run_1/clk_routes.png
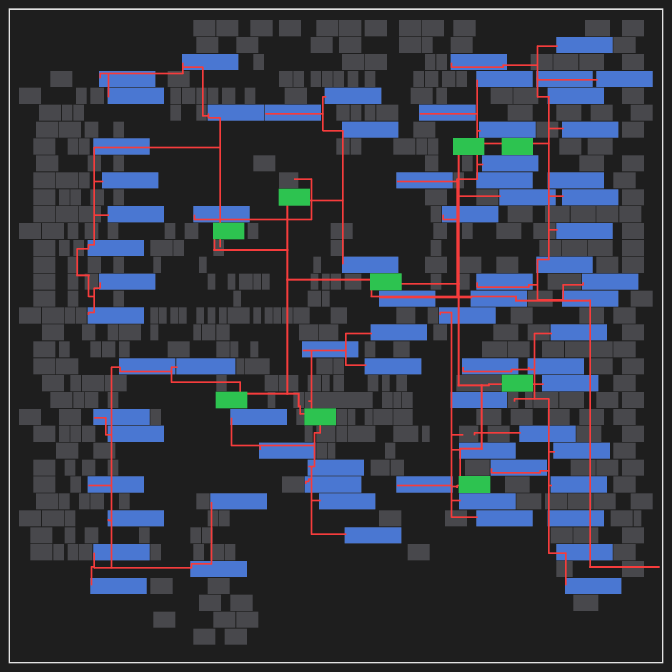
run_1/io_placement.png
Pins as bars across the die edge, other pins in grey.
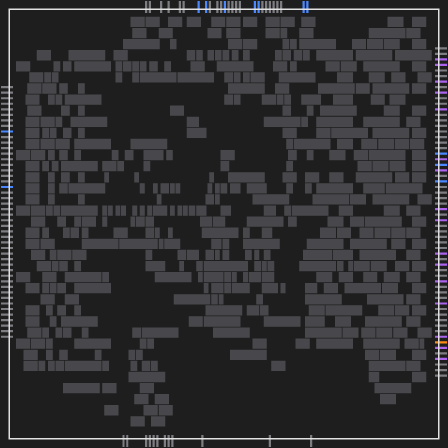
run_1/sizes.png
The bar under the picture is 20 um long.
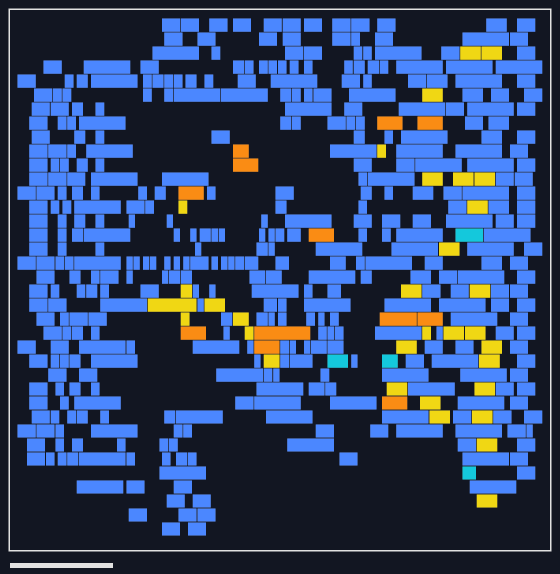
<file path="src/rtl/mem_port_arbiter.sv">
// Two-port arbiter sharing one single-port memory between the CPU (port 0) and a DMA/loader (port 1).
// Round-robin by default; define ARB_CPU_PRIORITY_EN to give the CPU fixed priority.
module mem_port_arbiter #(
    parameter int AW      = 12,
    parameter int DW      = 16,
    parameter int MEM_LAT = 2
) (
    input  logic          clk_i,
    input  logic          rst_ni,

    input  logic          cpu_req_i,
    input  logic          cpu_we_i,
    input  logic [AW-1:0] cpu_addr_i,
    input  logic [DW-1:0] cpu_wdata_i,
    output logic [DW-1:0] cpu_rdata_o,
    output logic          cpu_ack_o,

    input  logic          dma_req_i,
    input  logic          dma_we_i,
    input  logic [AW-1:0] dma_addr_i,
    input  logic [DW-1:0] dma_wdata_i,
    output logic [DW-1:0] dma_rdata_o,
    output logic          dma_ack_o,

    output logic [AW-1:0] mem_addr_o,
    output logic [DW-1:0] mem_wdata_o,
    output logic          mem_read_o,
    output logic          mem_write_o,
    input  logic [DW-1:0] mem_rdata_i,

    output logic          gnt_dma_o,
    output logic          busy_o
);

    typedef enum logic [1:0] {IDLE, ACCESS, DONE} state_e;

    localparam logic [3:0] CNT_INIT = 4'(MEM_LAT - 1);

    state_e        state_q, state_d;
    logic [3:0]    cnt_q, cnt_d;
    logic          weLatched_q, weLatched_d;
    logic          lastDma_q, lastDma_d;
    logic [AW-1:0] memAddr_q, memAddr_d;
    logic [DW-1:0] memWdata_q, memWdata_d;
    logic          memRead_q, memRead_d;
    logic          memWrite_q, memWrite_d;
    logic [DW-1:0] cpuRdata_q, cpuRdata_d;
    logic [DW-1:0] dmaRdata_q, dmaRdata_d;
    logic          cpuAck_q, cpuAck_d;
    logic          dmaAck_q, dmaAck_d;
    logic          gntDma_q, gntDma_d;
    logic          busy_q, busy_d;
    logic          pickDma;

    // lastDma_q resets to 1 so the CPU wins the first contention.
    always_ff @(posedge clk_i or negedge rst_ni) begin
        if (!rst_ni) begin
            state_q     <= IDLE;
            cnt_q       <= '0;
            weLatched_q <= 1'b0;
            lastDma_q   <= 1'b1;
            memAddr_q   <= '0;
            memWdata_q  <= '0;
            memRead_q   <= 1'b0;
            memWrite_q  <= 1'b0;
            cpuRdata_q  <= '0;
            dmaRdata_q  <= '0;
            cpuAck_q    <= 1'b0;
            dmaAck_q    <= 1'b0;
            gntDma_q    <= 1'b0;
            busy_q      <= 1'b0;
        end else begin
            state_q     <= state_d;
            cnt_q       <= cnt_d;
            weLatched_q <= weLatched_d;
            lastDma_q   <= lastDma_d;
            memAddr_q   <= memAddr_d;
            memWdata_q  <= memWdata_d;
            memRead_q   <= memRead_d;
            memWrite_q  <= memWrite_d;
            cpuRdata_q  <= cpuRdata_d;
            dmaRdata_q  <= dmaRdata_d;
            cpuAck_q    <= cpuAck_d;
            dmaAck_q    <= dmaAck_d;
            gntDma_q    <= gntDma_d;
            busy_q      <= busy_d;
        end
    end

    always_comb begin
`ifdef ARB_CPU_PRIORITY_EN
        pickDma = ~cpu_req_i;
`else
        pickDma = ~cpu_req_i | (dma_req_i & ~lastDma_q);
`endif
    end

    always_comb begin
        state_d = state_q;
        unique case (state_q)
            IDLE:    if (cpu_req_i || dma_req_i) state_d = ACCESS;
            ACCESS:  if (cnt_q == 4'd0) state_d = DONE;
            DONE:    state_d = IDLE;
            default: state_d = IDLE;
        endcase
    end

    // Strobes and acks are computed one cycle ahead so every output leaves a flop.
    always_comb begin
        cnt_d       = cnt_q;
        weLatched_d = weLatched_q;
        lastDma_d   = lastDma_q;
        memAddr_d   = memAddr_q;
        memWdata_d  = memWdata_q;
        memRead_d   = 1'b0;
        memWrite_d  = 1'b0;
        cpuRdata_d  = cpuRdata_q;
        dmaRdata_d  = dmaRdata_q;
        cpuAck_d    = 1'b0;
        dmaAck_d    = 1'b0;
        gntDma_d    = gntDma_q;
        busy_d      = (state_d != IDLE);
        unique case (state_q)
            IDLE: begin
                if (cpu_req_i || dma_req_i) begin
                    gntDma_d    = pickDma;
                    weLatched_d = pickDma ? dma_we_i    : cpu_we_i;
                    memAddr_d   = pickDma ? dma_addr_i  : cpu_addr_i;
                    memWdata_d  = pickDma ? dma_wdata_i : cpu_wdata_i;
                    cnt_d       = CNT_INIT;
                    memRead_d   = ~weLatched_d;
                    memWrite_d  = weLatched_d;
                end
            end
            ACCESS: begin
                if (cnt_q == 4'd0) begin
                    if (!weLatched_q) begin
                        if (gntDma_q) dmaRdata_d = mem_rdata_i;
                        else          cpuRdata_d = mem_rdata_i;
                    end
                    cpuAck_d = ~gntDma_q;
                    dmaAck_d = gntDma_q;
                end else begin
                    cnt_d      = cnt_q - 4'd1;
                    memRead_d  = ~weLatched_q;
                    memWrite_d = weLatched_q;
                end
            end
            DONE:    lastDma_d = gntDma_q;
            default: ;
        endcase
    end

    assign cpu_rdata_o = cpuRdata_q;
    assign cpu_ack_o   = cpuAck_q;
    assign dma_rdata_o = dmaRdata_q;
    assign dma_ack_o   = dmaAck_q;
    assign mem_addr_o  = memAddr_q;
    assign mem_wdata_o = memWdata_q;
    assign mem_read_o  = memRead_q;
    assign mem_write_o = memWrite_q;
    assign gnt_dma_o   = gntDma_q;
    assign busy_o      = busy_q;

endmodule

</file>
<file path="config.mk">
export PLATFORM = sky130hd
export DESIGN_NAME = mem_port_arbiter
export DESIGN_NICKNAME = d
export VERILOG_FILES = /design/src/rtl/mem_port_arbiter.sv
export SDC_FILE = /design/constraint.sdc
export NUM_CORES = 1
export LEC_CHECK = 0
export CORE_UTILIZATION = 31
export DETAILED_ROUTE_END_ITERATION = 6
export GPL_TIMING_DRIVEN = 0
export PLACE_DENSITY = 0.7
export RECOVER_POWER = 100
export SLEW_MARGIN = 20
export SYNTH_ARGS = -nofsm -noshare
export SYNTH_HDL_FRONTEND = slang
export SYNTH_SLANG_ARGS = --single-unit
export TNS_END_PERCENT = 1
</file>
<file path="constraint.sdc">
create_clock -name clk_i -period 2.9 [get_ports clk_i]
set_clock_uncertainty 0.15 [all_clocks]
set_input_delay 0.29 -clock clk_i [delete_from_list [all_inputs] [get_ports clk_i]]
set_output_delay 0.29 -clock clk_i [all_outputs]
set_load 0.005 [all_outputs]
</file>
==> notes.md, run 1 <==
Status of the implementation.

- The fmax is 0.365 GHz, for reference.
- Setup repair after global routing left no endpoint under its margin.
- For this design the top-level I/O count stands at 144.
- For met2 alone, demand over resource in global routing was 0.284.
- The synthesized netlist net count is 374, for reference.
- The clock-pin slew on the worst setup and hold paths is 0.08 ns, for reference.
- The wire length recorded after detailed routing is 9150 um.
- The most common flop cell mapped by yosys is sky130_fd_sc_hd__dfrtp_1, for reference.
- The report counts max-capacitance violations totalling 0.
- The share of total power dissipated in combinational logic is 0.448.
- The internal power is 3.15 mW, for reference.
- The footprint of the flip-flops and latches is 1850 sq um, for reference.
- Per the OpenROAD power report, leakage power amounts to 1.99 nW.
- Of the total synthesized cell area, the portion taken by AND-OR and OR-AND cells is 0.168.
- The number of flip-flops and latches in the synthesized netlist is 74, for reference.
- In this run the horizontal extent of the chip is 105 um.
- In the final report, the number of pins over their slew limit comes to 0.
- The share of the clock period used by the worst path after layout is 0.944, for reference.
- The iteration count of the initial detailed-routing pass is 4, for reference.
- Adding up every negative setup slack in the final design gives 0 ns.
- The maximum root-to-sink buffer count is 2, for reference.
- For reference, the placement row count at floorplan is 37.
- The Yosys warning count is 0, for reference.
- The synthesized netlist was found by Yosys to have 295 cells.
- TritonCTS built the clock tree.
- The final hold slack is 0.342 ns, for reference.
- Per the detail_route report, routed wire per instance is 15.5 um.
- The worst-case vdd ir drop is 0.319 mV, for reference.
- The worst setup slack after placement is 0.230 ns, for reference.
- For reference, the top cells by count after synthesis are sky130_fd_sc_hd__dfrtp_1 (73), sky130_fd_sc_hd__a21oi_1 (32), sky130_fd_sc_hd__nand3_1 (31), sky130_fd_sc_hd__o21ai_0 (30), sky130_fd_sc_hd__a31oi_1 (28).
- Buffers inserted to repair hold after CTS numbered 1.
- The placement summary gives the final routability congestion estimate as 0.750.
- The first-pass GRT wire length is 14,900 um, for reference.
- The buffer cell driving the clock tree root is sky130_fd_sc_hd__clkbuf_8, for reference.
- The final standard cell utilization of the core is 0.490, for reference.
- The power report attributes to the sequential group a share of 0.386.
- The number of gates resized after cts is 0, for reference.
- The flow ran to the end, and the final reports show no timing, DRC or antenna violations.
- The type recorded for the worst min-delay path is flip-flop to flip-flop.
Notes on clk_routes.png above:
[green] clock drivers | count: 9
[blue] flip-flops | count: 74
[red] clock wires | length: 972 um
flops lie	spread over the die
routed clock nets	10

Notes on io_placement.png above:
colour	port	pins	direction	edge
orange	rst_ni	1	input	right
blue	mem_addr_o	12	output	7 top, 3 right, 2 left
purple	cpu_rdata_o	16	output	right

Notes on sizes.png above:
colour	size	cells	share
yellow	_2 cells	32	7.0%
blue	_0 and _1 cells	407	89%
orange	_6 and larger	12	2.6%
cyan	_3 and _4 cells	4	0.88%
min setup slack post-route: 0.163 ns
area growth from synthesis to final layout: 53.3%
post-route cell area: 5030 sq um

-- run 1: registers in the layout, summed over array words and instances (netlist names), 2 cells and up --
register and cells:
cpu_rdata_o 16, dma_rdata_o 16, mem_wdata_o 16, mem_addr_o 12, cnt_q 4, state_q 2
-- run 1: per-stage QoR --
stage                     cells  instance area, sq um
final                       591                  5030
after global routing        591                  5030
after CTS                   591                  5100
after detailed placement    574                  4900
after global placement      573                  4880
after floorplan             295                  3280
-- run 1: cell usage in the layout (no fill, tap or decap), types with 9 or more instances in the layout --
cell type,instances
sky130_fd_sc_hd__clkdlybuf4s50_1,74
sky130_fd_sc_hd__dfrtp_1,73
sky130_fd_sc_hd__dlygate4sd3_1,68
sky130_fd_sc_hd__a21oi_1,32
sky130_fd_sc_hd__nand3_1,31
sky130_fd_sc_hd__o21ai_0,30
sky130_fd_sc_hd__a31oi_1,28
sky130_fd_sc_hd__clkbuf_1,27
sky130_fd_sc_hd__mux2_2,23
sky130_fd_sc_hd__mux2_1,9
sky130_fd_sc_hd__clkbuf_8,9
-- run 1: worst max-delay path: stages, from the launching register on --
cell                       delay [ns]
sky130_fd_sc_hd__dfrtp_1         0.42
sky130_fd_sc_hd__inv_1           0.09
sky130_fd_sc_hd__ha_1            0.22
sky130_fd_sc_hd__or3b_1          0.45
sky130_fd_sc_hd__or4_4           0.49
sky130_fd_sc_hd__clkbuf_1        0.26
sky130_fd_sc_hd__buf_12          0.23
sky130_fd_sc_hd__mux2_1          0.31
-- run 1: layout make-up --
class	count	share of cell area
well taps	136	0.0338
clock inverters	7	0.0134
multi-input cells	189	0.248
flip-flops and latches	74	0.368
plain buffers	28	0.0244
repair buffers	144	0.285
clock buffers	9	0.0246
inverters	4	0.00298
-- run 1: power groups by stage --
stage               Combinational [mW]  Clock, mW  Sequential (mW)
floorplan                         1.03          0             1.87
global placement                  2.35          0             1.85
detailed placement                2.40          0             1.88
CTS                               2.41      0.817             1.86
global route                      2.35      0.859             1.90
finish                            2.13      0.786             1.83
-- run 1: cells by family after synthesis --
group / after synthesis
adder cells (fa/ha/maj): 1
buffers and inverters: 32
AND-OR/OR-AND: 98
multiplexers: 33
AND/OR/NAND/NOR: 57
flip-flops: 74
-- run 1: metal layers --
metal / wire (um) / vias up
li1: - / 1396
met1: 4140 / 1434
met2: 4190 / 130
met3: 668 / 13
met4: 151 / 0
met5: 0 / -
-- run 1: final timing paths --
path,start,end,cells past startpoint
hold reg to reg,cpu_rdata_o[7]$_DFFE_PN0P_,cpu_rdata_o[7]$_DFFE_PN0P_,1
min in group asynchronous,rst_ni,cpu_rdata_o[11]$_DFFE_PN0P_,2
hold / removal,cpu_rdata_o[7]$_DFFE_PN0P_,cpu_rdata_o[7]$_DFFE_PN0P_,1
setup reg to reg,cnt_q[0]$_DFFE_PN0P_,cpu_rdata_o[6]$_DFFE_PN0P_,7
setup / recovery,cnt_q[0]$_DFFE_PN0P_,cpu_rdata_o[6]$_DFFE_PN0P_,7
max in group asynchronous,rst_ni,mem_addr_o[1]$_DFFE_PN0P_,3
--- run 2 (diff from run 1) ---
--- a/config.mk
+++ b/config.mk
@@ -5,10 +5,10 @@
 export SDC_FILE = /design/constraint.sdc
 export NUM_CORES = 1
 export LEC_CHECK = 0
-export CORE_UTILIZATION = 31
+export CORE_UTILIZATION = 24
 export DETAILED_ROUTE_END_ITERATION = 6
 export GPL_TIMING_DRIVEN = 0
-export PLACE_DENSITY = 0.7
+export PLACE_DENSITY = 0.59
 export RECOVER_POWER = 100
 export SLEW_MARGIN = 20
 export SYNTH_ARGS = -nofsm -noshare
run_2/sizes.png
The bar under the picture is 20 um long.
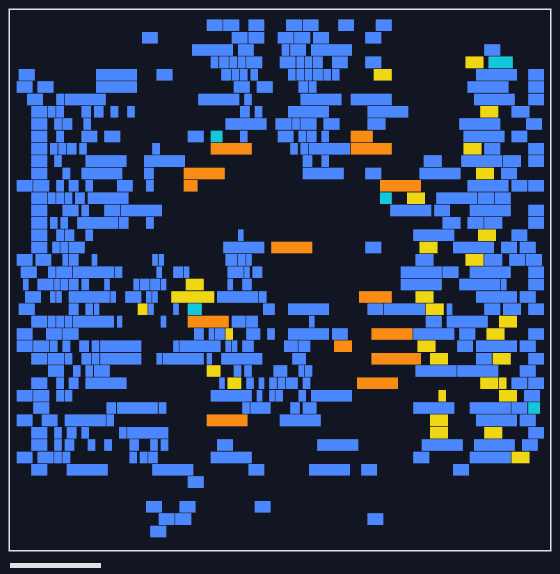
colour	size	cells	share	most used
orange	_6 and larger	14	3.1%	clkbuf_16
blue	_0 and _1 cells	409	89%	clkdlybuf4s50_1
yellow	_2 cells	30	6.6%	mux2_2
cyan	_3 and _4 cells	5	1.1%	clkinvlp_4
post-route cell area: 5220 sq um
min setup slack post-route: 0.334 ns
area growth from synthesis to final layout: 58.8%
number of buffers outside the clock class in the layout: 175

run_2/clk_routes.png
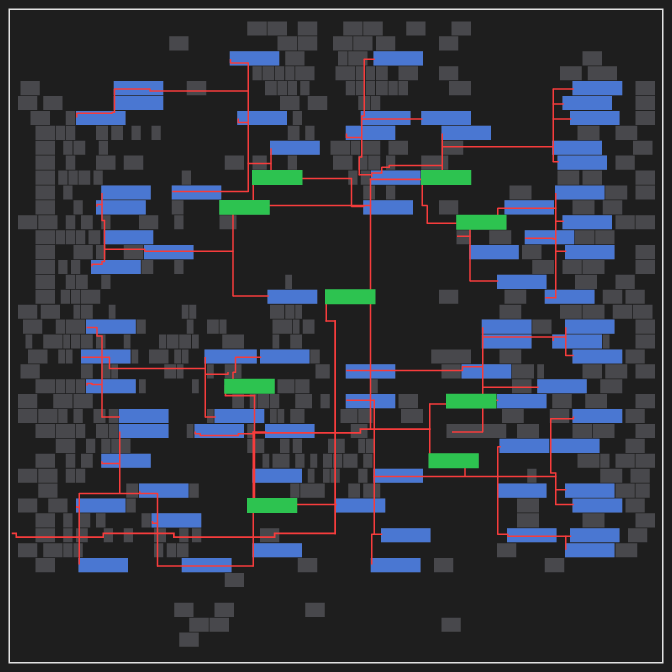
[green] clock drivers | count: 9
[red] clock wires | length: 1,060 um
[blue] flip-flops | count: 74
flops lie	spread over the die
routed clock nets	10
Clk Latency, worst-skew pair: 0.33 ns
clock network power: 1.13 mW
relative contribution of the clock network to total power: 0.221

==> notes.md, run 2 <==
Status of the implementation.

- The leakage power of the design is 2.04 nW (+2.6%), for reference.
- The buffer cell driving the clock tree root is sky130_fd_sc_hd__clkbuf_16, for reference.
- The delay contributed by the slowest stage of the critical path is 0.51 ns (+0.02 ns), for reference.
- The flow ran to the end, and the final reports show no timing, DRC or antenna violations.
- The first-pass GRT wire length is 15,300 um (+2.7%), for reference.
- Traced cell by cell, the critical path runs through inv_1 > ha_1 > or3b_1 > or4_1 > buf_6 > buf_12 > mux2_1.
- The slowest stage cell on the critical path is sky130_fd_sc_hd__or4_1, for reference.
- The total number of clock tree sinks is 74, for reference.
- The clock tree from TritonCTS is done, for reference.
- Per the cell usage report, the commonest logic cells after layout are sky130_fd_sc_hd__clkdlybuf4s50_1 (74), sky130_fd_sc_hd__dfrtp_1 (73), sky130_fd_sc_hd__dlygate4sd3_1 (68).
- The height of the chip is 119 um, for reference.
- The core area is 13,300 sq um, for reference.
- The synthesized netlist net count is 374 (unchanged), for reference.
- The number of flip-flops and latches in the synthesized netlist is 74 (unchanged).
- The worst-case vdd ir drop is 0.321 mV (+0.66%).
- The max-slew violation count is 0 (unchanged), for reference.
- Setup repair after global routing left no endpoint under its margin.
- The share of power burned in combinational logic came to 0.418 (-0.030).
- Among all flip-flop cells after synthesis, the most frequent one is sky130_fd_sc_hd__dfrtp_1.
- The Yosys warning count is 0 (unchanged), for reference.
- The final-report setup violation count is 0, for reference.
- The clock period could shrink to 2.57 ns.
- The relative contribution of sequential cells to total power was 0.360 (-0.026).
- The detail-routed net length per standard cell came to 14.9 um (-3.7%).
- The final antenna diode tally reported by the flow is 0.
- The sum of routed wire length over all layers came to 9460 um (+3.3%).
- The script extracted a net switching power of 1.64 mW.
- The global-route track usage on met2 is 0.231 (-0.0527), for reference.
- The placer's final routability congestion estimate is 0.729 (-2.8%), for reference.
- The internal power is 3.45 mW (+9.8%), for reference.
- Global route summary, busiest routing layer listed as met2.
- The share of the clock period used by the worst path after layout came to 0.885 (-0.0591).
- The clock-pin slew on the worst setup and hold paths is 0.06 ns (-0.02 ns), for reference.
- The fmax came to 0.390 GHz (+6.7%).
- The standard-cell row count is 42 (+14%), for reference.
- The footprint of the flip-flops and latches was 1850 sq um (unchanged).
- The count of pins on the block boundary was 144 (unchanged).
- The number of gates resized after cts came to 0 (unchanged).
- The dominant cell type by area after synthesis is sky130_fd_sc_hd__dfrtp_1, for reference.
- Sorting the synthesized cells by how often they occur yields sky130_fd_sc_hd__dfrtp_1 (73), sky130_fd_sc_hd__a21oi_1 (32), sky130_fd_sc_hd__nand3_1 (31), sky130_fd_sc_hd__o21ai_0 (30), sky130_fd_sc_hd__a31oi_1 (28).
- The flow reported a cell area power density of 977 nW/um^2.
- The worst setup slack after placement is 0.171 ns (-0.0589 ns), for reference.
- The number of cells in the yosys synthesis report was 295 (unchanged).
- The maximum root-to-sink buffer count is 2 (unchanged), for reference.
- The final non-filler cell total is 634 (+7.3%), for reference.
- The placed instance count is 614 (+7.0%), for reference.
- By instance count after routing, the leading logic cell type is sky130_fd_sc_hd__clkdlybuf4s50_1.
- STA classifies the critical path startpoint as a flip-flop.
- The die boundary width is 119 um (+13%).
- The worst hold path class is flip-flop to flip-flop, for reference.
- The total of max-cap violations is 0 (unchanged), for reference.
- The iteration count of the initial detailed-routing pass is 4 (unchanged), for reference.
- On met3, the global router reports a usage of 0.0441.
run 2: path summary, 6_finish.rpt:
kind | startpoint | to | slack (ns) | cells after the start
worst max register to register | cnt_q[0]$_DFFE_PN0P_ | cpu_rdata_o[8]$_DFFE_PN0P_ | 0.33 | 7
max in group asynchronous | rst_ni | cpu_rdata_o[6]$_DFFE_PN0P_ | 0.63 | 3
worst min register to register | cpu_rdata_o[13]$_DFFE_PN0P_ | cpu_rdata_o[13]$_DFFE_PN0P_ | 0.34 | 1
worst min-delay path | cpu_rdata_o[13]$_DFFE_PN0P_ | cpu_rdata_o[13]$_DFFE_PN0P_ | 0.34 | 1
min in group asynchronous | rst_ni | dma_rdata_o[2]$_DFFE_PN0P_ | 0.48 | 2
worst max-delay path | cnt_q[0]$_DFFE_PN0P_ | cpu_rdata_o[8]$_DFFE_PN0P_ | 0.33 | 7
run 2: kinds of logic (layout without fill, tap and decap cells):
group	Yosys count	count (layout)	synth area share
AND/OR/NAND/NOR	57	57	0.0956
adder cells (fa/ha/maj)	1	1	0.00381
buffers and inverters	32	195	0.0442
multiplexers	33	33	0.125
AND-OR/OR-AND	98	98	0.168
flip-flops	74	74	0.564
run 2: cell type report:
cell class                      instances  area share
Buffer                                 28      0.0249
Clock buffer                           11      0.0465
Clock inverter                          5      0.0120
Inverter                                4     0.00288
Multi-Input combinational cell        189       0.239
Sequential cell                        74       0.355
Tap cell                              176      0.0422
Timing Repair Buffer                  147       0.277
run 2: per-layer routing:
| layer | up-vias | share of wire | wire length, um |
|---|---|---|---|
| met5 | - | 0 | 0 |
| met4 | 0 | 0.011 | 104 |
| met3 | 9 | 0.067 | 636 |
| met2 | 124 | 0.47 | 4400 |
| met1 | 1370 | 0.46 | 4310 |
| li1 | 1408 | - | - |
run 2: power by group through the flow:
| stage | Clock [mW] | Combinational, mW | Sequential, mW |
|---|---|---|---|
| 6_report | 1.13 | 2.13 | 1.84 |
| 5_1_grt | 1.20 | 2.37 | 1.91 |
| 4_1_cts | 1.17 | 2.40 | 1.87 |
| 3_5_place_dp | 0 | 2.40 | 1.88 |
| 3_3_place_gp | 0 | 2.38 | 1.86 |
| 2_1_floorplan | 0 | 1.03 | 1.87 |
run 2: through the flow:
stage / utilization / TNS (ns) / cell area, sq um / hold WS (ns)
finish: 0.392 / 0 / 5220 / 0.338
global route: 0.392 / 0 / 5220 / 0.368
CTS: 0.396 / 0 / 5260 / 0.327
detailed placement: 0.372 / 0 / 4940 / 0.132
global placement: 0.371 / -89.26 / 4930 / 0.337
floorplan: - / 0 / 3280 / -0.156
run 2: critical path: cells and delay by family (launching register included):
kind,cells,cell delay [ns]
buffers and inverters,3,0.39
adder cells (fa/ha/maj),1,0.22
multiplexers,1,0.31
flip-flops,1,0.41
AND/OR/NAND/NOR,2,0.96
run 2: repair_timing:
item,in CTS,in global routing
hold buffers,1,0
endpoints found under the hold margin,33,0
buffers inserted,0,3
setup endpoints to repair,0,10
Power and IR drop assume default switching activity.
